io_fan.png
Bar = 20 um.
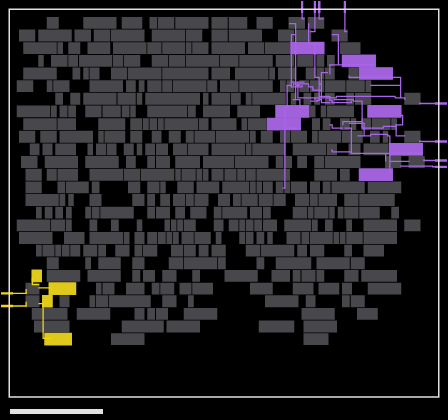
cell_density.png
Bar = 20 um. The die is cut into 9 by 8 equal tiles; black is low, pale yellow is high, 0 to 100% covered.
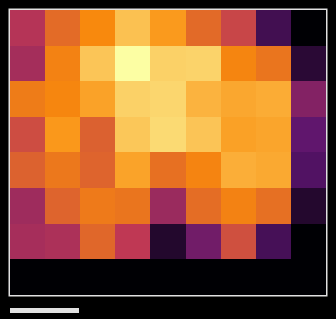
power_grid.png
Bar = 20 um. Pins as bars on the die edge.
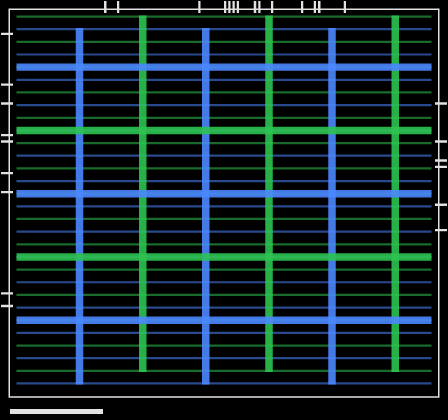
### src/rtl/dru_align_ctrl.sv
// Restart/settle sequencer and K28.5 word aligner for a 2-bit-per-cycle DRU.
// Outputs are registered and lag their decision cycle by one clock. There is no backpressure: one word is emitted every 5 cycles.
module dru_align_ctrl #(
   parameter int unsigned HOLD_CYCLES   = 16,
   parameter int unsigned SETTLE_CYCLES = 64,
   parameter logic [9:0]  COMMA         = 10'b0011111010,
   parameter int unsigned LOCK_COMMAS   = 4,
   parameter int unsigned TIMEOUT       = 1024,
   parameter int unsigned WINDOW        = 256,
   parameter int unsigned MAX_JUMPS     = 8
) (
   input  logic       clk,
   input  logic       reset,
   input  logic       enable,
   input  logic [1:0] dru_data,
   input  logic [1:0] dru_state,
   output logic       dru_aresetn,
   output logic [9:0] word,
   output logic       word_valid,
   output logic       locked,
   output logic       bit_offset,
   output logic [7:0] retry_count
);

   function automatic int unsigned umax(input int unsigned a, input int unsigned b);
      return (a > b) ? a : b;
   endfunction

   localparam int unsigned MAXC = umax(umax(HOLD_CYCLES, SETTLE_CYCLES), umax(TIMEOUT, WINDOW));
   localparam int CW = $clog2(MAXC) + 1;
   localparam int KW = $clog2(LOCK_COMMAS + 1) + 1;
   localparam int JW = $clog2(MAX_JUMPS + 2) + 1;

   localparam logic [CW-1:0] HOLD_END   = CW'(HOLD_CYCLES - 1);
   localparam logic [CW-1:0] SETTLE_END = CW'(SETTLE_CYCLES - 1);
   localparam logic [CW-1:0] TMO_END    = CW'(TIMEOUT - 1);
   localparam logic [CW-1:0] WIN_END    = CW'(WINDOW - 1);
   localparam logic [KW-1:0] LOCK_N     = KW'(LOCK_COMMAS);
   localparam logic [JW-1:0] JMAX       = JW'(MAX_JUMPS);

   typedef enum logic [2:0] {S_RESET, S_SETTLE, S_SEARCH, S_VERIFY, S_LOCKED} state_t;

   state_t          state_q, state_d;
   logic [CW-1:0]   cnt_q, cnt_d;
   logic [10:0]     sr_q, sr_d;
   logic [2:0]      ph_q, ph_d;
   logic [KW-1:0]   kc_q, kc_d;
   logic [JW-1:0]   jc_q, jc_d;
   logic            mis_q, mis_d;
   logic [1:0]      dst_q;
   logic            off_q, off_d;
   logic [9:0]      word_q, word_d;
   logic            wv_q, wv_d;
   logic [7:0]      retry_q, retry_d;
   logic            rstn_q, lock_q;

   logic [9:0]      cand0, cand1, cap_dat;
   logic            hit0, hit1, hit_any, al_hit, mis_hit, jump, cap;
   logic [JW-1:0]   jc_inc;
   logic [2:0]      ph_inc;

   assign cand0   = sr_q[9:0];
   assign cand1   = sr_q[10:1];
   assign hit0    = (cand0 == COMMA) || (cand0 == ~COMMA);
   assign hit1    = (cand1 == COMMA) || (cand1 == ~COMMA);
   assign hit_any = hit0 || hit1;
   assign al_hit  = (off_q ? hit1 : hit0) && (ph_q == 3'd0);
   assign mis_hit = hit_any && !al_hit;
   assign jump    = (dru_state != dst_q);
   assign jc_inc  = jc_q + JW'(jump);
   assign ph_inc  = (ph_q == 3'd4) ? 3'd0 : ph_q + 3'd1;
   assign sr_d    = {sr_q[8:0], dru_data[1], dru_data[0]};

   always_comb begin
      state_d = state_q;
      off_d   = off_q;
      ph_d    = ph_q;
      kc_d    = kc_q;
      jc_d    = jc_q;
      mis_d   = mis_q;
      cap     = 1'b0;
      cap_dat = off_q ? cand1 : cand0;
      case (state_q)
         S_RESET:  if (cnt_q == HOLD_END) state_d = S_SETTLE;
         S_SETTLE: if (cnt_q == SETTLE_END) state_d = S_SEARCH;
         S_SEARCH: begin
            if (hit_any) begin
               // The comma cycle itself is word phase 0, so the next cycle is phase 1.
               state_d = S_VERIFY;
               off_d   = !hit0;
               ph_d    = 3'd1;
               kc_d    = KW'(1);
               cap     = 1'b1;
               cap_dat = hit0 ? cand0 : cand1;
            end else if (cnt_q == TMO_END) begin
               state_d = S_RESET;
            end
         end
         S_VERIFY: begin
            ph_d = ph_inc;
            cap  = (ph_q == 3'd0);
            if (al_hit) begin
               kc_d = kc_q + KW'(1);
               if (kc_q + KW'(1) == LOCK_N) begin
                  state_d = S_LOCKED;
                  jc_d    = '0;
                  mis_d   = 1'b0;
               end
            end else if (hit_any) begin
               state_d = S_SEARCH;
            end else if (cnt_q == TMO_END) begin
               state_d = S_RESET;
            end
         end
         S_LOCKED: begin
            ph_d = ph_inc;
            cap  = (ph_q == 3'd0);
            if (jc_inc > JMAX) begin
               state_d = S_RESET;
            end else begin
               jc_d = (cnt_q == WIN_END) ? '0 : jc_inc;
               if (al_hit) begin
                  mis_d = 1'b0;
               end else if (mis_hit) begin
                  if (mis_q) state_d = S_SEARCH;
                  else       mis_d   = 1'b1;
               end
            end
         end
         default: state_d = S_RESET;
      endcase
      if (!enable) state_d = S_RESET;

      if ((state_d != state_q) || (state_q == S_RESET && !enable) ||
          (state_q == S_LOCKED && cnt_q == WIN_END))
         cnt_d = '0;
      else
         cnt_d = cnt_q + CW'(1);

      // A word decided in the cycle we leave the aligned states is dropped.
      wv_d    = cap && (state_d == S_VERIFY || state_d == S_LOCKED);
      word_d  = wv_d ? cap_dat : word_q;
      retry_d = retry_q;
      if (state_d == S_RESET && state_q != S_RESET && retry_q != 8'hFF)
         retry_d = retry_q + 8'd1;
   end

   always_ff @(posedge clk) begin
      if (reset) begin
         state_q <= S_RESET;
         cnt_q   <= '0;
         sr_q    <= '0;
         ph_q    <= '0;
         kc_q    <= '0;
         jc_q    <= '0;
         mis_q   <= 1'b0;
         dst_q   <= '0;
         off_q   <= 1'b0;
         word_q  <= '0;
         wv_q    <= 1'b0;
         retry_q <= '0;
         rstn_q  <= 1'b0;
         lock_q  <= 1'b0;
      end else begin
         state_q <= state_d;
         cnt_q   <= cnt_d;
         sr_q    <= sr_d;
         ph_q    <= ph_d;
         kc_q    <= kc_d;
         jc_q    <= jc_d;
         mis_q   <= mis_d;
         dst_q   <= dru_state;
         off_q   <= off_d;
         word_q  <= word_d;
         wv_q    <= wv_d;
         retry_q <= retry_d;
         rstn_q  <= (state_d != S_RESET);
         lock_q  <= (state_d == S_LOCKED);
      end
   end

   assign dru_aresetn = rstn_q;
   assign word        = word_q;
   assign word_valid  = wv_q;
   assign locked      = lock_q;
   assign bit_offset  = off_q;
   assign retry_count = retry_q;

endmodule

### config.mk
export PLATFORM = sky130hd
export DESIGN_NAME = dru_align_ctrl
export DESIGN_NICKNAME = d
export VERILOG_FILES = /design/src/rtl/dru_align_ctrl.sv
export SDC_FILE = /design/constraint.sdc
export NUM_CORES = 1
export LEC_CHECK = 0
export CAP_MARGIN = 30
export CORE_ASPECT_RATIO = 0.9
export CORE_UTILIZATION = 44
export DETAILED_ROUTE_END_ITERATION = 12
export PLACE_DENSITY = 0.75
export SETUP_SLACK_MARGIN = 0.5
export SLEW_MARGIN = 20
export SYNTH_ARGS = -nofsm -noshare
export SYNTH_HDL_FRONTEND = slang
export SYNTH_SLANG_ARGS = --single-unit
### constraint.sdc
create_clock -name clk -period 3.43 [get_ports clk]
set_input_delay 0.343 -clock clk [delete_from_list [all_inputs] [get_ports clk]]
set_output_delay 0.343 -clock clk [all_outputs]
set_load 0.01 [all_outputs]
==> deck_impl_summary.md <==
Key Metrics from the Run

Finish
  – Top cells excl fill/tap: dfxtp_1 (60), nor2_1 (35), clkdlybuf4s50_1 (25)
  – Layout cells sized above 1: 0.218
  – Cell area after layout: about 4200 um^2
  – Post-route insts no fill: approximately 510
  – Final Core Density: 0.601
  – Number of diodes: 0

Power
  – Combinational power share: 0.041
  – Lkg Pwr: ~1.4 nW
  – Clk pwr share: 0.405
  – Pwr/cell area: 312 nW/um^2
  – Sequential share of power: 0.555
  – Clk pwr: 0.535 mW
  – Switching Fraction: 0.226
  – Top pwr grp: registers
  – Final Power: 1.32 mW
  – Peak supply drop: around 360 uV
  – Psw: slightly below 0.3 mW

Yosys
  – Yosys chip area: between 3000 and 4000 um^2
  – Cells after synthesis: about 360
  – Net Count, Synth: ~380
  – Logic family by area: simple AND/OR/NAND/NOR gates
  – MUX share of area: 0.0456
  – Post-synth top flop: dfxtp_1
  – Yosys xor share: 0.0464
  – Synth unique cells: roughly 63
  – Avg Synthesized Cell Area: between 8 and 9 um^2
  – Asr flop ratio synth: 0
  – Synth Cell Area: 3210 um^2
  – Synth flops: a little over 60
  – Yosys aoi share: 0.176
  – Yosys stat cell total: 363
  – Syn. warnings: 0

GRT
  – Vias in the first global route: 2653
  – GRT Total Usage: 0.194
  – First-pass GRT wire length: ~12000 um
  – Largest net degree at the start of global routing: ~57
  – Initial antenna violation count: 0

Hold path
  – Worst hold stages: 2
  – Worst Hold Class: input port to flop
  – Hold Path End: state_q[1]

Worst setup path
  – Slowest-stage cell, CP: a211o_1
  – CP delay by family, top: AND-OR/OR-AND gates
  – Critical Path Start Type: flop
  – R2r endpoint: word[4]
  – Crit Path Category: flop to flop
  – Critical Path RT: ~3.7 ns
  – Worst R2R Start: dst_q[1]
  – CP most frequent cell: ha_4
  – WP data arrival: roughly 3.2 ns

STA
  – Final Hold Vio Count: 0
  – Setup-failing EPs final: 0
  – Fmax: 336 MHz
  – Max Transition Viols Final: 0
  – Max_slew headroom: 0.608
  – WHS: around 0.35 ns
  – Unrepaired setup endpoints after global routing: yes

Route
  – Routed wire length: 7680 um
  – WL met1: around 3600 um
  – Drt wl/cell: approximately 15 um
  – Top layer in use: met4
  – Routed Antenna Nets: 0
  – DRC viols: 0
  – Routed wire length on met3: between 200 and 300 um

Clocking
  – Post-CTS setup buffer count: 6
  – Hold-fix buffers at CTS: 0
  – Root Driver: clkbuf_8
  – Clock Sink Count: 62
  – Clock slew at reported path FFs: around 0.070 ns
  – Number of buffers created by CTS: 9
  – H-tree lvl count: 3
  – Post_cts resized: 15

Place
  – Final GP Congestion: 0.869
  – Placement Cell Area: 3610 um^2
  – Dpl cells: between 400 and 500
  – DP Worst Slack: -0.105 ns

Floorplan
  – Num rows: 29
  – Die Footprint: roughly 7600 um^2
  – Die Ht: ~83 um
  – Chip Width: roughly 92 um

Outcome
  – Status: complete, no violations

Job
  – Max-cap violations: 0
About io_fan.png:
legend:
  purple:
    port: retry_count
    direction: output
    edge: 4 right, 4 top
    end_cells: 8
    buffers: 8
    wire: 312 um
  yellow:
    port: dru_state
    direction: input
    edge: left
    end_cells: 4
    buffers: 2
    wire: 23.4 um
port bufs: 28
num ports: 29

About cell_density.png:
tiles over 75% full: 29%
nearly empty tiles: 15%
fullest tile: 100%
emptiest ninth of the die: bottom right
densest ninth of the die: top middle

About power_grid.png:
legend:
  green:
    net: VDD
  blue:
    net: VSS
met1 rails: 30
signal pins: 29

-- per-layer routing --
metal	vias up	track usage
li1	1423	-
met1	1370	0.253
met2	63	0.297
met3	14	0.0504
met4	0	0.0938
met5	-	0
-- synth_stat cells (9+ instances only) --
cell | n | area share
nand3_1 | 16 | 0.025
a211oi_1 | 11 | 0.026
a21oi_1 | 16 | 0.025
dfxtp_1 | 62 | 0.39
nor2_1 | 36 | 0.042
xnor2_1 | 11 | 0.030
nor2b_1 | 22 | 0.043
mux2i_1 | 9 | 0.028
o21ai_0 | 11 | 0.017
clkbuf_1 | 12 | 0.014
nor3_1 | 14 | 0.022
nor4_1 | 13 | 0.025
nand2_1 | 23 | 0.027
-- layout make-up --
cell class,instances,area [um^2]
multi-input cells,278,2130
clock buffers,12,145
inverters,8,30.0
clock inverters,2,10.0
fillers,603,2810
repair buffers,51,562
flip-flops and latches,62,1240
well taps,93,116
-- sequential cells by signal, summed over array words and instances (netlist names) --
signal / count
cnt_q: 11
sr_q: 11
word: 10
retry_count: 8
jc_q: 5
kc_q: 4
ph_q: 3
state_q: 3
dst_q: 2
bit_offset: 1
dru_aresetn: 1
locked: 1
mis_q: 1
word_valid: 1
-- cells by family (layout without fill, tap and decap cells) --
kind of cell             after synthesis  after routing
buffers and inverters                 23             73
AND-OR/OR-AND                         74             74
XOR/XNOR                              17             17
adder cells (fa/ha/maj)                7              7
flip-flops                            62             62
AND/OR/NAND/NOR                      166            166
multiplexers                          14             14
-- worst max-delay path by stage --
stage,start,end,depth (start not counted)
after CTS,dst_q[1],word[2],14
after global placement,dru_state[1],word[2],14
after detailed placement,dru_state[0],word[8],14
final,dst_q[1],word[4],15
after floorplan,dru_state[0],word[6],13
after global routing,dst_q[1],word[4],15
No activity file was given, so power comes from the tool's default toggle rates.
